### src/rtl/apb_req_arbiter.sv
// ---------------------------------------------------------------------------
// apb_req_arbiter : two-requester (MDIO/CPU) APB arbiter with ready timeout
// Optional: define APB_ARB_RR_EN for round-robin, else MDIO-first priority
// Revision: 1.0 - initial release
// ---------------------------------------------------------------------------
`default_nettype none

module apb_req_arbiter #(
  parameter int AW = 32,
  parameter int DW = 32,
  parameter int TW = 16
) (
  input  logic          clk,
  input  logic          rst,
  input  logic [TW-1:0] cfg_timeout,
  input  logic          in_use_mdio,
  input  logic          in_use_cpu,
  input  logic          mdio_psel,
  input  logic          mdio_penable,
  input  logic          mdio_pwrite,
  input  logic [AW-1:0] mdio_paddr,
  input  logic [DW-1:0] mdio_pwdata,
  output logic          mdio_pready,
  output logic          mdio_pslverr,
  output logic [DW-1:0] mdio_prdata,
  input  logic          cpu_psel,
  input  logic          cpu_penable,
  input  logic          cpu_pwrite,
  input  logic [AW-1:0] cpu_paddr,
  input  logic [DW-1:0] cpu_pwdata,
  output logic          cpu_pready,
  output logic          cpu_pslverr,
  output logic [DW-1:0] cpu_prdata,
  output logic          m_psel,
  output logic          m_penable,
  output logic          m_pwrite,
  output logic [AW-1:0] m_paddr,
  output logic [DW-1:0] m_pwdata,
  input  logic [DW-1:0] m_prdata,
  input  logic          m_pready,
  input  logic          m_pslverr,
  output logic          busy,
  output logic          timeout_pulse
);

  localparam logic [1:0] IDLE   = 2'd0;
  localparam logic [1:0] SETUP  = 2'd1;
  localparam logic [1:0] ACCESS = 2'd2;
  localparam logic [1:0] RESP   = 2'd3;

  localparam logic MDIO = 1'b0;
  localparam logic CPU  = 1'b1;

  logic [1:0]    state;
  // last_grant doubles as the current grantee while a transfer is in flight
  logic          last_grant;
  logic [AW-1:0] addr;
  logic [DW-1:0] wdata;
  logic          write;
  logic [DW-1:0] rdata;
  logic          slverr;
  logic [TW-1:0] cnt;
  logic          pulse;

  logic          mdio_valid;
  logic          cpu_valid;
  logic          pick;
  logic [TW-1:0] cnt_inc;
  logic          expire;
  logic          grantee_penable;
  logic          in_xfer;

  assign mdio_valid = mdio_psel & in_use_mdio;
  assign cpu_valid  = cpu_psel & in_use_cpu;

  always_comb begin
    pick = CPU;
`ifdef APB_ARB_RR_EN
    if (mdio_valid && cpu_valid) pick = ~last_grant;
    else if (mdio_valid)         pick = MDIO;
`else
    if (mdio_valid)              pick = MDIO;
`endif
  end

  assign cnt_inc         = (cnt == {TW{1'b1}}) ? cnt : cnt + TW'(1);
  assign expire          = (cfg_timeout != '0) && (cnt_inc >= cfg_timeout);
  assign grantee_penable = (last_grant == CPU) ? cpu_penable : mdio_penable;

  always_ff @(posedge clk or posedge rst) begin
    if (rst) begin
      state      <= IDLE;
      last_grant <= CPU;
      addr       <= '0;
      wdata      <= '0;
      write      <= 1'b0;
      rdata      <= '0;
      slverr     <= 1'b0;
      cnt        <= '0;
      pulse      <= 1'b0;
    end else begin
      pulse <= 1'b0;
      case (state)
        IDLE: begin
          if (mdio_valid || cpu_valid) begin
            last_grant <= pick;
            addr       <= (pick == CPU) ? cpu_paddr  : mdio_paddr;
            wdata      <= (pick == CPU) ? cpu_pwdata : mdio_pwdata;
            write      <= (pick == CPU) ? cpu_pwrite : mdio_pwrite;
            state      <= SETUP;
          end
        end
        SETUP: begin
          cnt   <= '0;
          state <= ACCESS;
        end
        ACCESS: begin
          if (m_pready) begin
            rdata  <= write ? '0 : m_prdata;
            slverr <= m_pslverr;
            state  <= RESP;
          end else begin
            cnt <= cnt_inc;
            if (expire) begin
              rdata  <= '0;
              slverr <= 1'b1;
              pulse  <= 1'b1;
              state  <= RESP;
            end
          end
        end
        RESP: begin
          if (grantee_penable) state <= IDLE;
        end
        default: state <= IDLE;
      endcase
    end
  end

  assign in_xfer       = (state == SETUP) || (state == ACCESS);
  assign m_psel        = in_xfer;
  assign m_penable     = (state == ACCESS);
  assign m_paddr       = in_xfer ? addr  : '0;
  assign m_pwdata      = in_xfer ? wdata : '0;
  assign m_pwrite      = in_xfer & write;
  assign busy          = (state != IDLE);
  assign timeout_pulse = pulse;

  // A requester disabled at grant time keeps its transfer; the error reply
  // only applies to requesters that do not own the downstream port.
  always_comb begin
    mdio_pready  = 1'b0;
    mdio_pslverr = 1'b0;
    mdio_prdata  = '0;
    if (state == RESP && last_grant == MDIO && mdio_penable) begin
      mdio_pready  = 1'b1;
      mdio_pslverr = slverr;
      mdio_prdata  = rdata;
    end else if (!(busy && last_grant == MDIO) && mdio_psel && mdio_penable && !in_use_mdio) begin
      mdio_pready  = 1'b1;
      mdio_pslverr = 1'b1;
    end
  end

  always_comb begin
    cpu_pready  = 1'b0;
    cpu_pslverr = 1'b0;
    cpu_prdata  = '0;
    if (state == RESP && last_grant == CPU && cpu_penable) begin
      cpu_pready  = 1'b1;
      cpu_pslverr = slverr;
      cpu_prdata  = rdata;
    end else if (!(busy && last_grant == CPU) && cpu_psel && cpu_penable && !in_use_cpu) begin
      cpu_pready  = 1'b1;
      cpu_pslverr = 1'b1;
    end
  end

endmodule

`default_nettype wire

### config.mk
export PLATFORM = sky130hd
export DESIGN_NAME = apb_req_arbiter
export DESIGN_NICKNAME = d
export VERILOG_FILES = /design/src/rtl/apb_req_arbiter.sv
export SDC_FILE = /design/constraint.sdc
export NUM_CORES = 1
export LEC_CHECK = 0
export CAP_MARGIN = 20
export CORE_MARGIN = 5
export CORE_UTILIZATION = 38
export CTS_CLUSTER_SIZE = 28
export DETAILED_ROUTE_END_ITERATION = 12
export GPL_TIMING_DRIVEN = 0
export PLACE_DENSITY_LB_ADDON = 0.08
export SYNTH_ARGS = -nofsm -noshare
export SYNTH_HDL_FRONTEND = slang
export SYNTH_SLANG_ARGS = --single-unit
### constraint.sdc
create_clock -name clk -period 3.9 [get_ports clk]
set_clock_uncertainty 0.2 [all_clocks]
set_input_delay 0.39 -clock clk [delete_from_list [all_inputs] [get_ports clk]]
set_output_delay 0.39 -clock clk [all_outputs]
set_load 0.005 [all_outputs]
==> CHANGELOG.md <==
### Physical design

- Status: complete, no violations
- Met1 usage: 25.2%
- PwrDens: 608 nW/um2
- Cell count listed in synth_stat.txt: 796
- GRT Overall Usage: 22.8%
- WP depth: 11
- Number of filler cells placed in the layout: 1,698
- Max-area cell class: logic gates
- Peak Freq: 261 MHz
- Final Hold Viols: 0
- CP arrival: 3.92 ns
- Sink Count: 118
- Synth top area cells: dfrtp_1, and2_1, mux2i_1, o21ai_0, nand2_1
- Flop-to-flop setup slack: 0.07 ns
- Global-route wire length before repair: 39,000 um
- Chip width: 147 um
- Synth warn: 0
- Hold buffer count at cts: 0
- Yosys top cell by area: dfrtp_1
- Synth top area share: 40.9%
- Die Y: 147 um
- Sequential fraction of the synthesis area: 41.3%
- EDFF count, synth: 0
- Antenna violations before repair: 1
- Worst r2r src: cnt[3]
- Fraction of layout cells with a size suffix above 1: 5.60%
- GRT busiest layer: met2
- Nets: 1,357
- Flops: 118
- Routed wl met2: 12,800 um
- M3 GR Usage: 7.99%
- Synth-to-layout area growth: 60.9%
- Dominant kind of combinational cell: simple AND/OR/NAND/NOR gates
- Vias per cell: 5.07
- Pwr Total: 0.00700 W
- Boundary Pins: 325
- CTS buffer count: 17
- FP Rows: 50
- Die ar.: 21,700 um2
- Critical path endpoint category: flip-flop
- Worst vdd ir: 326 uV
- Critical Path Source Type: flip-flop
- Dominant logic cell type in the layout: clkdlybuf4s50_1
- H-Tree Level Count: 4
- Floorplan Nets: 1,005
- Largest net degree at the start of global routing: 64
- Comb gate area: 3980 um2
- PortBufs: 323
- Top routing layer used: met4
- Final Critical Period: 3.83 ns
- Max-Cap Viols: 0
power by group:
group | leakage, nW | internal (W) | switching, W
registers | 1.43 | 0.00171 | 0.000315
logic | 3.44 | 0.00178 | 0.00151
clock network | 0.292 | 0.00107 | 0.000607
through the flow:
step / TNS [ns] / setup WS, ns / std cells / area, um2 / hold slack (ns)
CTS: 0 / 0.00801 / 1391 / 11400 / 0.232
global route: -0.192 / -0.0305 / 1395 / 11500 / 0.262
detailed placement: -25.06 / -0.773 / 1354 / 10700 / 0.261
finish: 0 / 0.0738 / 1395 / 11500 / 0.215
floorplan: 0 / 0.183 / 796 / 7150 / 0.242
global placement: -230.15 / -1.78 / 1353 / 10700 / 0.252
flip-flops by register name (all words and copies together) (netlist names):
name           flops
addr              32
rdata             32
wdata             32
cnt               16
state              2
last_grant         1
slverr             1
timeout_pulse      1
write              1
**Placed standard cells**

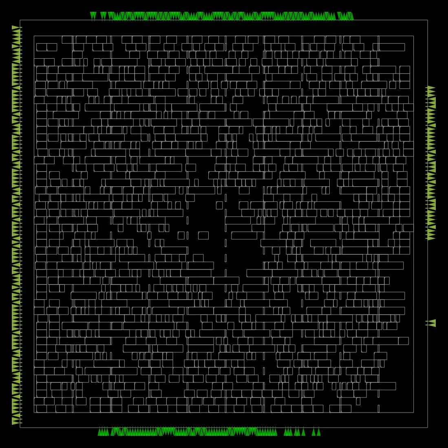
CORE AREA: 18,600 um2
sequential cell area share: 25.7%
non-filler instance count after layout: 1,395
# Taps: 234

**Cells colored by class**

Fill, decap, tap and diode cells in gray.
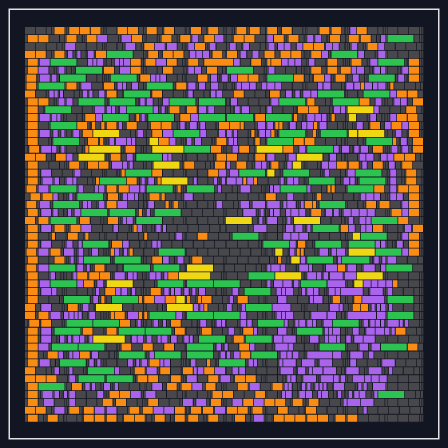
flops: shown in green, cells 118. combinational and other logic: shown in purple, cells 625. other buffers and delay cells: shown in orange, cells 386. clock drivers and dummy loads: shown in yellow, cells 31.
Util after Layout: 61.7%
cell area after layout: 11,500 um2

Power figures rest on the tool's default switching activity, not on a simulated workload.
